### config.mk
export PLATFORM = sky130hd
export DESIGN_NAME = cnc_seg_feeder
export DESIGN_NICKNAME = d
export VERILOG_FILES = /design/src/rtl/cnc_seg_feeder.sv
export SDC_FILE = /design/constraint.sdc
export NUM_CORES = 1
export LEC_CHECK = 0
export CAP_MARGIN = 10
export CORE_ASPECT_RATIO = 0.7
export CORE_MARGIN = 2
export CORE_UTILIZATION = 55
export CTS_BUF_LIST = sky130_fd_sc_hd__clkbuf_8 sky130_fd_sc_hd__clkbuf_16
export DETAILED_ROUTE_END_ITERATION = 8
export GPL_TIMING_DRIVEN = 0
export PLACE_DENSITY = 0.79
export SLEW_MARGIN = 10
export SYNTH_ARGS = -nofsm -noshare
export SYNTH_HDL_FRONTEND = slang
export SYNTH_SLANG_ARGS = --single-unit
### constraint.sdc
create_clock -name clk -period 8.4 [get_ports clk]
set_input_delay 1.26 -clock clk [delete_from_list [all_inputs] [get_ports clk]]
set_output_delay 1.26 -clock clk [all_outputs]
set_load 0.05 [all_outputs]
### src/rtl/cnc_seg_feeder.sv
// -----------------------------------------------------------------------------
// cnc_seg_feeder
//
// Host-side writer for the CNC interpolator's byte buffer. A single-axis move
// (signed total step count, maximum steps per period) is split into
// per-period velocity bytes, and each byte is pushed to the interpolator over
// the Nx/WR strobe interface while honouring the flag_full backpressure.
// Same clock domain as the interpolator.
//
// Optional feature macro: RAMP_EN
//   undefined : every byte uses v_cmd = vmax_eff (ACC parameter not present)
//   defined   : v_cmd starts at min(ACC, vmax_eff) and grows by ACC after each
//               byte, saturating at vmax_eff (linear acceleration only)
//
// Parameters
//   WR_HI   cycles WR is held high per byte (>= 1)
//   WR_GAP  cycles WR is held low after each byte (>= 2, covers the
//           interpolator's one-cycle-late flag_full)
//   ACC     velocity increment per byte, 1..127 (RAMP_EN builds only)
//
// Ports
//   clk          in   system clock
//   rst_n        in   synchronous active-low reset
//   start        in   pulse: latch total_steps/vmax and begin (ignored when busy
//                     or in the DONE cycle)
//   abort        in   cancel the move in progress
//   total_steps  in   [15:0] signed step count, sign gives direction
//   vmax         in   [6:0] max steps per period, 0 treated as 1
//   flag_full    in   interpolator buffer full
//   Nx           out  [7:0] {direction (1 = negative), magnitude[6:0]}
//   WR           out  write strobe, interpolator captures Nx on its rising edge
//   busy         out  high from the cycle after an accepted start until IDLE
//   done         out  one-cycle pulse after the last byte's gap completes
//
// Handshake: there is no ready/valid pair on the interpolator side. Nx is
// registered in LOAD, so it is stable for the whole CHECK cycle before WR
// rises and stays put through WR high and the following gap. flag_full is
// only looked at in CHECK; WR rises in the cycle after it is seen low, and the
// WR_GAP low time lets the interpolator's late flag_full settle before the
// next CHECK.
// -----------------------------------------------------------------------------
module cnc_seg_feeder #(
  parameter int WR_HI  = 2,
  parameter int WR_GAP = 3
`ifdef RAMP_EN
  ,
  parameter int ACC    = 8
`endif
) (
  input  logic        clk,
  input  logic        rst_n,
  input  logic        start,
  input  logic        abort,
  input  logic [15:0] total_steps,
  input  logic [6:0]  vmax,
  input  logic        flag_full,
  output logic [7:0]  Nx,
  output logic        WR,
  output logic        busy,
  output logic        done
);

  typedef enum logic [2:0] {
    S_IDLE    = 3'd0,
    S_LOAD    = 3'd1,
    S_CHECK   = 3'd2,
    S_WR_HIGH = 3'd3,
    S_WR_LOW  = 3'd4,
    S_DONE    = 3'd5
  } state_e;

  // Terminal values of the shared phase counter.
  localparam logic [7:0] HI_LAST  = 8'(WR_HI - 1);
  localparam logic [7:0] GAP_LAST = 8'(WR_GAP - 1);

`ifdef RAMP_EN
  localparam logic [6:0] ACC7 = 7'(ACC);
`endif

  // Registered state; state_q is the FSM state to probe when debugging.
  state_e      state_q, state_d;
  logic [7:0]  nx_q, nx_d;
  logic        wr_q, wr_d;
  logic        dir_q, dir_d;
  logic [16:0] rem_q, rem_d;
  logic [6:0]  veff_q, veff_d;
  logic [7:0]  cnt_q, cnt_d;
`ifdef RAMP_EN
  logic [6:0]  vcmd_q, vcmd_d;
  logic [7:0]  vcmd_sum;
  logic [6:0]  vcmd_init;
`endif

  // Command decode for the start cycle.
  logic [16:0] ts_ext;
  logic [16:0] ts_abs;
  logic [6:0]  veff_new;
  logic        ts_zero;

  // Per-byte magnitude for LOAD.
  logic [6:0]  v_cmd;
  logic [6:0]  mag;

  always_comb begin
    // Sign-extend to 17 bits first so that -32768 has a representable magnitude.
    ts_ext   = {total_steps[15], total_steps};
    ts_abs   = total_steps[15] ? (17'd0 - ts_ext) : ts_ext;
    veff_new = (vmax == 7'd0) ? 7'd1 : vmax;
    ts_zero  = (total_steps == 16'd0);
  end

`ifdef RAMP_EN
  always_comb begin
    vcmd_init = (ACC7 < veff_new) ? ACC7 : veff_new;
    // 8-bit sum so the increment saturates at vmax_eff instead of wrapping.
    vcmd_sum  = {1'b0, vcmd_q} + {1'b0, ACC7};
    v_cmd     = vcmd_q;
  end
`else
  always_comb begin
    v_cmd = veff_q;
  end
`endif

  always_comb begin
    mag = (rem_q < {10'd0, v_cmd}) ? rem_q[6:0] : v_cmd;
  end

  // Next-state and datapath.
  always_comb begin
    state_d = state_q;
    nx_d    = nx_q;
    wr_d    = wr_q;
    dir_d   = dir_q;
    rem_d   = rem_q;
    veff_d  = veff_q;
    cnt_d   = cnt_q;
`ifdef RAMP_EN
    vcmd_d  = vcmd_q;
`endif

    case (state_q)
      S_IDLE: begin
        if (start && !abort) begin
          dir_d   = total_steps[15];
          rem_d   = ts_abs;
          veff_d  = veff_new;
`ifdef RAMP_EN
          vcmd_d  = vcmd_init;
`endif
          state_d = ts_zero ? S_DONE : S_LOAD;
        end
      end

      S_LOAD: begin
        nx_d    = {dir_q, mag};
        rem_d   = rem_q - {10'd0, mag};
`ifdef RAMP_EN
        vcmd_d  = (vcmd_sum < {1'b0, veff_q}) ? vcmd_sum[6:0] : veff_q;
`endif
        state_d = S_CHECK;
      end

      S_CHECK: begin
        if (!flag_full) begin
          wr_d    = 1'b1;
          cnt_d   = 8'd0;
          state_d = S_WR_HIGH;
        end
      end

      S_WR_HIGH: begin
        if (cnt_q == HI_LAST) begin
          wr_d    = 1'b0;
          cnt_d   = 8'd0;
          state_d = S_WR_LOW;
        end else begin
          cnt_d   = cnt_q + 8'd1;
        end
      end

      S_WR_LOW: begin
        if (cnt_q == GAP_LAST) begin
          cnt_d   = 8'd0;
          state_d = (rem_q == 17'd0) ? S_DONE : S_LOAD;
        end else begin
          cnt_d   = cnt_q + 8'd1;
        end
      end

      S_DONE: begin
        // start is deliberately not looked at here.
        state_d = S_IDLE;
      end

      default: begin
        state_d = S_IDLE;
        wr_d    = 1'b0;
      end
    endcase

    // Abort cancels an active move; Nx keeps whatever was last presented.
    if (abort && (state_q != S_IDLE) && (state_q != S_DONE)) begin
      state_d = S_IDLE;
      nx_d    = nx_q;
      wr_d    = 1'b0;
      rem_d   = 17'd0;
      cnt_d   = 8'd0;
    end
  end

  always_ff @(posedge clk) begin
    if (!rst_n) begin
      state_q <= S_IDLE;
      nx_q    <= 8'h00;
      wr_q    <= 1'b0;
      dir_q   <= 1'b0;
      rem_q   <= 17'd0;
      veff_q  <= 7'd1;
      cnt_q   <= 8'd0;
`ifdef RAMP_EN
      vcmd_q  <= 7'd1;
`endif
    end else begin
      state_q <= state_d;
      nx_q    <= nx_d;
      wr_q    <= wr_d;
      dir_q   <= dir_d;
      rem_q   <= rem_d;
      veff_q  <= veff_d;
      cnt_q   <= cnt_d;
`ifdef RAMP_EN
      vcmd_q  <= vcmd_d;
`endif
    end
  end

  assign Nx   = nx_q;
  assign WR   = wr_q;
  assign busy = (state_q != S_IDLE) && (state_q != S_DONE);
  assign done = (state_q == S_DONE);

endmodule

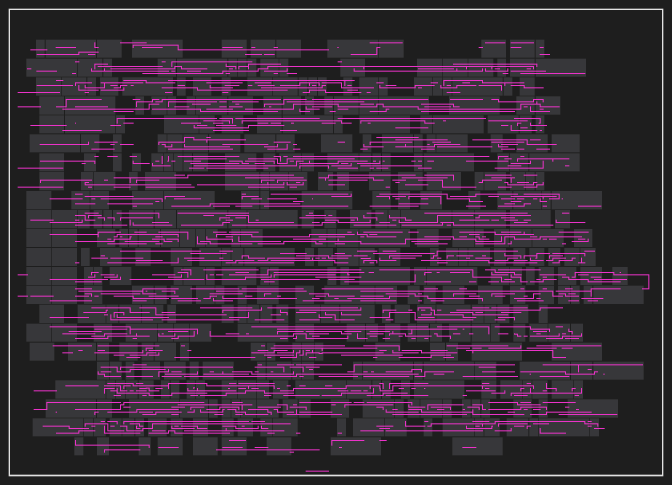
*Signal wires on met1, run 1*
nets with wire on the layer = 447
longest straight run = 38.2 um
wire length on this layer = 4,180 um

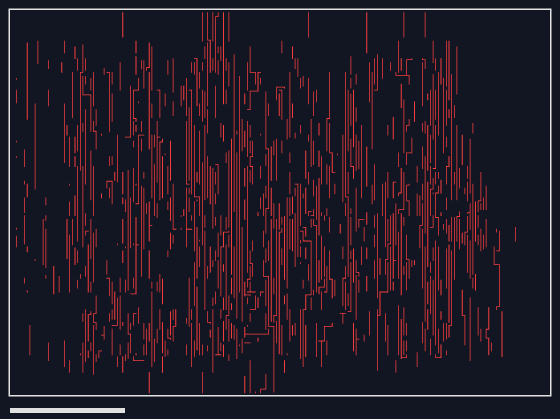
*M2 wires, run 1*
The bar under the picture is 20 um long.
nets with wire on the layer = 404
longest straight run = 37.4 um
share of all routed wire = 39%
main direction = vertical
wire length on this layer = 3,290 um

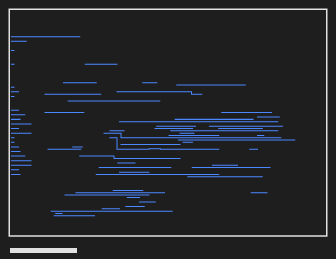
*M3 wires, run 1*
The bar under the picture is 20 um long.
share of all routed wire = 10%
main direction = horizontal
wire length on this layer = 853 um
nets with wire on the layer = 55
longest straight run = 47.4 um

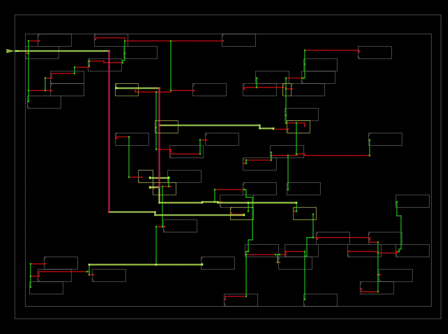
*Clock routing, run 1*
number of CTS-inserted buffers: 5
sequential cell count of the final layout: 45
# clk buffers: 6

==> results.yml, run 1 <==
# flow metrics
logic_synthesis:
  top_cells_by_area: "dfxtp_1, ha_1, nand2_1"
  synth.top_cell.area_share: 0.2911
  yosys_warnings: 0
  yosysTopAreaCell: "dfxtp_1"
  yosys.stat.chipArea_um2: 3094
  yosys_cells: 391
  post-synth-top-count-cell: "nand2_1"
  mappedNetlistNets: 436
  edf_count: 0
  synth-xor-area-share: 0.07359
  logic_family: "AND-OR/OR-AND gates"
  synthesis.area_um2: 3094
detailed_routing:
  postRouteWirelength_um: 8383
  highest-signal-layer: "met4"
  route.detailed.wl_per_inst_um: 16.50
  drt_iter0_markers: 275
  detailedRoute.firstPassIterationCount: 5
  viasPerCell: 6.059
worst_setup_path:
  worst_ep_required_time_ns: 8.65
  worstPathBufferInverterCount: 2
  max_stage_delay_ns: 0.45
run:
  cap_viol_max_count: 0
  stage_log_warnings: 28
power_and_ir_drop:
  static-leakage-power_nw: 1.422
  vdd_drop_max_mv: 0.1433
layout:
  synthToLayoutAreaGrowth_pct: 17.99
  ff_latch_area_um2: 900.9
  design.final.nets: 480
  post-route-cell-area_um2: 3651
  layout.cells.most_common: "nand2_1"
  layout-drive-gt1-share: 0.05505
grt:
  antenna_found_initial: 0
  wire_length_of_the_first_global_routing_pass_um: 13770
  largest_net_degree_at_the_start_of_global_routing: 15
  grt.overflow.total: 0
  global_route.usage.total: 0.2852
place:
  dp_hpwl_um: 6492
  globalplace.congestion: 0.8902
  postPlaceCellArea_um2: 3555
cts:
  tritoncts: "yes"
  cts_max_level: 2
final_timing:
  hold_slack_ns: 0.4786
  finalSetupTns_ns: 0
  setup_viol_count_final: 0
  drv_slew: 0
  worst_clock_skew_ns: 0.006738
  rsz0062_at_grt: "false"
  final-hold-violation-count: 0
floorplanning:
  fp.dieH_um: 66.76
  total_die_size_um2: 6252
  floorplan.core_util: 0.5794
outcome:
  run_status: "finished, final reports clean"
-- run 1: per-layer routing --
metal,GRT usage,up-vias
li1,-,1515
met2,0.4047,130
met5,0,-
met4,0.05978,0
met3,0.09050,5
met1,0.4198,1428
-- run 1: worst paths after layout --
check,start,to,slack [ns],depth (start not counted)
setup / recovery,rem_q[2]$_SDFFE_PP0P_,rem_q[16]$_SDFFE_PP0P_,3.83,16
hold / removal,dir_q$_SDFFE_PN0P_,Nx[7]$_SDFFE_PN0P_,0.48,2
setup reg to reg,rem_q[2]$_SDFFE_PP0P_,rem_q[16]$_SDFFE_PP0P_,3.83,16
hold reg to reg,dir_q$_SDFFE_PN0P_,Nx[7]$_SDFFE_PN0P_,0.48,2
-- run 1: where the power goes --
group / internal, mW / switching, mW
clock network: 0.0669 / 0.0835
registers: 0.248 / 0.0426
logic: 0.272 / 0.400
-- run 1: metrics by stage --
| stage | utilization | cells |
|---|---|---|
| finish | 0.6837 | 508 |
| global route | 0.6837 | 508 |
| CTS | 0.6837 | 508 |
| detailed placement | 0.6657 | 500 |
| global placement | 0.6657 | 500 |
| floorplan | - | 391 |
-- run 1: area by class of cell --
type / count / area share
multi-input combinational: 311 / 0.5620
tap: 72 / 0.02467
clock inverter: 2 / 0.003770
buffer: 18 / 0.02125
clock buffer: 6 / 0.02262
timing repair buffer: 37 / 0.1014
sequential: 45 / 0.2467
inverter: 17 / 0.01748
-- run 1: worst reg2reg max path: stages, from the launching register on --
cell and delay [ns]:
dfxtp_1 0.43, ha_1 0.28, a211o_1 0.29, a31oi_1 0.40
o311ai_1 0.16, clkbuf_1 0.31, o21ai_0 0.31, ha_1 0.21
inv_1 0.06, fa_1 0.42, a21o_1 0.19, a21oi_1 0.22
o21bai_1 0.16, a21oi_1 0.28, o21ai_2 0.18, or4_1 0.46
a21oi_1 0.15
--- run 2 (diff from run 1) ---
clock period = 4.3 ns   (was 8.4 ns; I/O delays follow)
==> run 2 against run 1 <==
First-iteration DRC count down 0.36%. Via count up 0.32%. Global-route usage about the same. Area after synthesis unchanged. Register-to-register slack worse by 3.7 ns. Power up 100%. Sequential power up 95%. Clock-buffer cell count unchanged. Final cell count unchanged. Critical path type unchanged.
==> results.yml, run 2 <==
# flow metrics
cts:
  cts_max_level: 2
  tritoncts: "yes"
  cts_inserted_buffers: 5
layout:
  layout.cells.most_common: "nand2_1"
  post-route-cell-area_um2: 3686
  ff_latch_area_um2: 902.1
  synthToLayoutAreaGrowth_pct: 19.13
  finish.utilization: 0.6903
logic_synthesis:
  mappedNetlistNets: 436
  synthesis.area_um2: 3094
  yosys_cells: 391
  synth.top_cell.area_share: 0.2911
  logic_family: "AND-OR/OR-AND gates"
  edf_count: 0
  post-synth-top-count-cell: "nand2_1"
  yosys.stat.chipArea_um2: 3094
  synth-xor-area-share: 0.07359
grt:
  wire_length_of_the_first_global_routing_pass_um: 13790
  largest_net_degree_at_the_start_of_global_routing: 15
  grt.overflow.total: 0
  global_route.usage.total: 0.2855
floorplanning:
  floorplan.core_util: 0.5794
  total_die_size_um2: 6252
worst_setup_path:
  regToRegSetupSlack_ns: 0.16
  timing.critical_path.depth: 15
  cp-startpoint: "v_cmd[2]$_SDFFE_PN0P_"
  worst_ep_required_time_ns: 4.57
  rr_worst_depth: 15
final_timing:
  finalSetupTns_ns: 0
  drv_slew: 0
  setup_viol_count_final: 0
  hold_slack_ns: 0.4796
power_and_ir_drop:
  vdd_drop_max_mv: 0.2930
  static-leakage-power_nw: 1.429
place:
  globalplace.congestion: 0.8902
  dp_hpwl_um: 6492
run:
  stage_log_warnings: 28
  cap_viol_max_count: 0
hold_path:
  hold_path.startpoint: "dir_q$_SDFFE_PN0P_"
  min_to: "Nx[7]$_SDFFE_PN0P_"
  min_path_cells: 2
detailed_routing:
  route.detailed.wl_per_inst_um: 16.68
outcome:
  run_status: "finished, final reports clean"
-- run 2: area by class of cell --
| cell class | count | area share |
|---|---|---|
| repair buffers | 37 | 0.1005 |
| clock buffers | 6 | 0.02240 |
| multi-input cells | 311 | 0.5648 |
| flip-flops and latches | 45 | 0.2447 |
| well taps | 72 | 0.02444 |
| inverters | 17 | 0.01731 |
| clock inverters | 2 | 0.003734 |
| plain buffers | 18 | 0.02206 |
-- run 2: how the worst max path moves through the flow --
stage | end | slack, ns
3_5_place_dp | rem_q[16]$_SDFFE_PP0P_ | -0.12
4_1_cts | rem_q[16]$_SDFFE_PP0P_ | 0.01
6_report | rem_q[15]$_SDFFE_PP0P_ | 0.16
2_1_floorplan | rem_q[16]$_SDFFE_PP0P_ | 0.46
5_1_grt | rem_q[15]$_SDFFE_PP0P_ | -0.02
3_3_place_gp | rem_q[16]$_SDFFE_PP0P_ | -0.06
-- run 2: cell families after synthesis --
kind of cell               count (synthesis)
AOI/OAI and AO/OA                        106
xor gates and xnor gates                  26
buffers and inverters                     35
DFF                                       45
adders and majority gates                 17
muxes                                      6
and+or+nand+nor                          156
-- run 2: report_power, final --
part,internal [mW],switching [mW]
clock network,0.131,0.163
registers,0.485,0.0830
logic,0.560,0.812
-- run 2: worst reg2reg max path, delay by kind of cell (launching register included) --
family	cells	cell delay, ns
simple gates	2	0.52
flops	1	0.36
mux	1	0.38
buf+inv	2	0.28
compound gates	8	1.93
fa+ha+maj	2	0.63
-- run 2: layer usage --
metal,track usage,part of all wire
met4,0.05978,0.013
met1,0.4212,0.50
met2,0.4038,0.39
met5,0,0
met3,0.09050,0.096
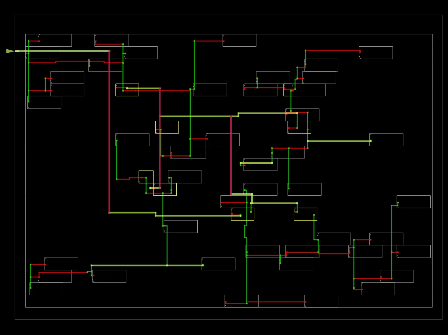
*Clock routing, run 2*
worst skew pair latency: 0.31 ns
Worst Clk Skew: 0.006218 ns

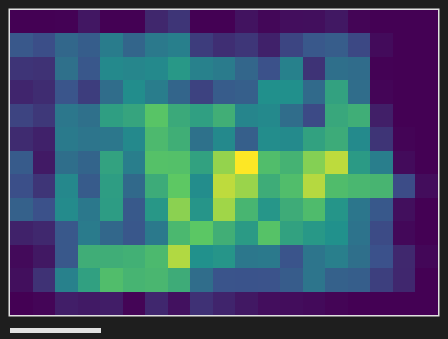
*Wiring heat map, run 2*
The bar under the picture is 20 um long. The die is cut into 19 by 13 equal tiles; dark purple is low, yellow is high, scaled to the fullest tile. Values are wire area over tile area, all layers added.
mean over tiles = 0.22
nearly empty tiles = 15%
densest ninth of the die = center
emptiest ninth of the die = upper right

--- run 3 (diff from run 2) ---
SKIP_LAST_GASP = 1   (was not set)
==> run 3 against run 2 <==
Non-clock buffer count unchanged. Maximum frequency unchanged. Core utilization stayed put. Die area unchanged. Final cell count unchanged. Flip-flop count unchanged. Power unchanged. Critical path depth unchanged. Register-to-register slack hardly changed. Area after synthesis unchanged. Clock power barely moved.
==> results.yml, run 3 <==
# flow metrics
outcome:
  run_status: "finished, final reports clean"
logic_synthesis:
  post-synth-top-count-cell: "nand2_1"
  yosys_warnings: 0
  yosys_cells: 391
  synth.cellmix.compoundShare: 0.2499
  synth.top_cell.area_share: 0.2911
  synth-xor-area-share: 0.07359
  mappedNetlistNets: 436
  synthesis.area_um2: 3094
  logic_family: "AND-OR/OR-AND gates"
  yosys.stat.chipArea_um2: 3094
  edf_count: 0
cts:
  cts_inserted_buffers: 5
  clock.latency.late_pin_ns: 0.31
  tritoncts: "yes"
  clkTransAtPathRegs_ns: 0.09
  cts_max_level: 2
final_timing:
  setup_viol_count_final: 0
  final-hold-violation-count: 0
  worst_clock_skew_ns: 0.006218
  drv_slew: 0
grt:
  wire_length_of_the_first_global_routing_pass_um: 13790
  grt.overflow.total: 0
  largest_net_degree_at_the_start_of_global_routing: 15
worst_setup_path:
  critical_path.slowest_cell: "o41a_1"
  cp-startpoint: "v_cmd[2]$_SDFFE_PN0P_"
detailed_routing:
  route.detailed.wl_per_inst_um: 16.68
  drt-met1-wl_um: 4226
  met3RoutedLength_um: 812
  met2_wirelength_um: 3320
  highest-signal-layer: "met4"
layout:
  layout.cells.most_common: "nand2_1"
  top_reg_by_flops: "rem_q"
  post-route-cell-area_um2: 3686
place:
  globalplace.congestion: 0.8902
  placement_setup_slack_ns: -0.1232
  dp_hpwl_um: 6492
power_and_ir_drop:
  static-leakage-power_nw: 1.429
run:
  stage_log_warnings: 28
  cap_viol_max_count: 0
floorplanning:
  total_die_size_um2: 6252
hold_path:
  hold_path.startpoint: "dir_q$_SDFFE_PN0P_"
==> run 3: cell counts after synthesis <==
No cell type changed its count.
==> run 3: path summary, 6_finish.rpt <==
path | to | slack, ns | cells past startpoint
min reg2reg | Nx[7]$_SDFFE_PN0P_ | 0.48 | 2
max reg2reg | rem_q[15]$_SDFFE_PP0P_ | 0.16 | 15
max | rem_q[15]$_SDFFE_PP0P_ | 0.16 | 15
min | Nx[7]$_SDFFE_PN0P_ | 0.48 | 2
==> run 3: where the power goes <==
group          switching [mW]  internal [mW]  total (mW)
clock network           0.163          0.131       0.294
logic                   0.812          0.560        1.37
registers              0.0830          0.485       0.568
==> run 3: logic make-up (layout without fill, tap and decap cells) <==
group | count (synthesis) | count (layout)
fa+ha+maj | 17 | 17
buf+inv | 35 | 80
flops | 45 | 45
simple gates | 156 | 156
compound gates | 106 | 106
xor+xnor | 26 | 26
mux | 6 | 6
==> run 3: metrics by stage <==
step	hold WS, ns	util	power [mW]	setup TNS [ns]	cells
3_5_place_dp	0.4669	0.6657	1.845	-0.1693	500
2_1_floorplan	0.4413	-	1.541	0	391
4_1_cts	0.4812	0.6851	2.144	0	508
5_1_grt	0.5058	0.6903	2.366	-0.01604	508
3_3_place_gp	0.4549	0.6657	1.815	-0.05855	500
6_report	0.4796	0.6903	2.234	0	508
==> run 3: layout make-up <==
type / count / area share
buffer: 18 / 0.02206
timing repair buffer: 37 / 0.1005
multi-input combinational: 311 / 0.5648
inverter: 17 / 0.01731
clock buffer: 6 / 0.02240
tap: 72 / 0.02444
clock inverter: 2 / 0.003734
sequential: 45 / 0.2447
==> run 3: per-layer routing <==
metal  track usage  vias up
met5             0        -
met4       0.05978        0
met3       0.09050       11
met2        0.4038      144
met1        0.4212     1422
li1              -     1511
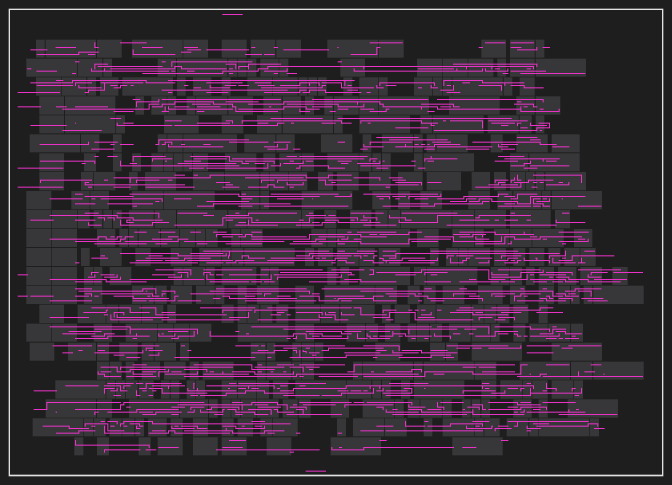
*Signal wires on met1, run 3*
longest straight run = 38.2 um
main direction = horizontal

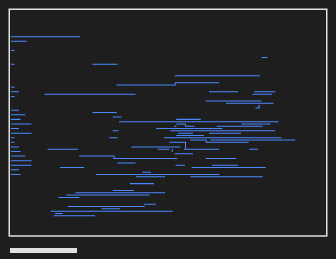
*M3 wires, run 3*
The bar under the picture is 20 um long.
share of all routed wire = 9.6%
longest straight run = 46.9 um
main direction = horizontal
nets with wire on the layer = 66
wire length on this layer = 813 um

Power and IR drop assume default switching activity.
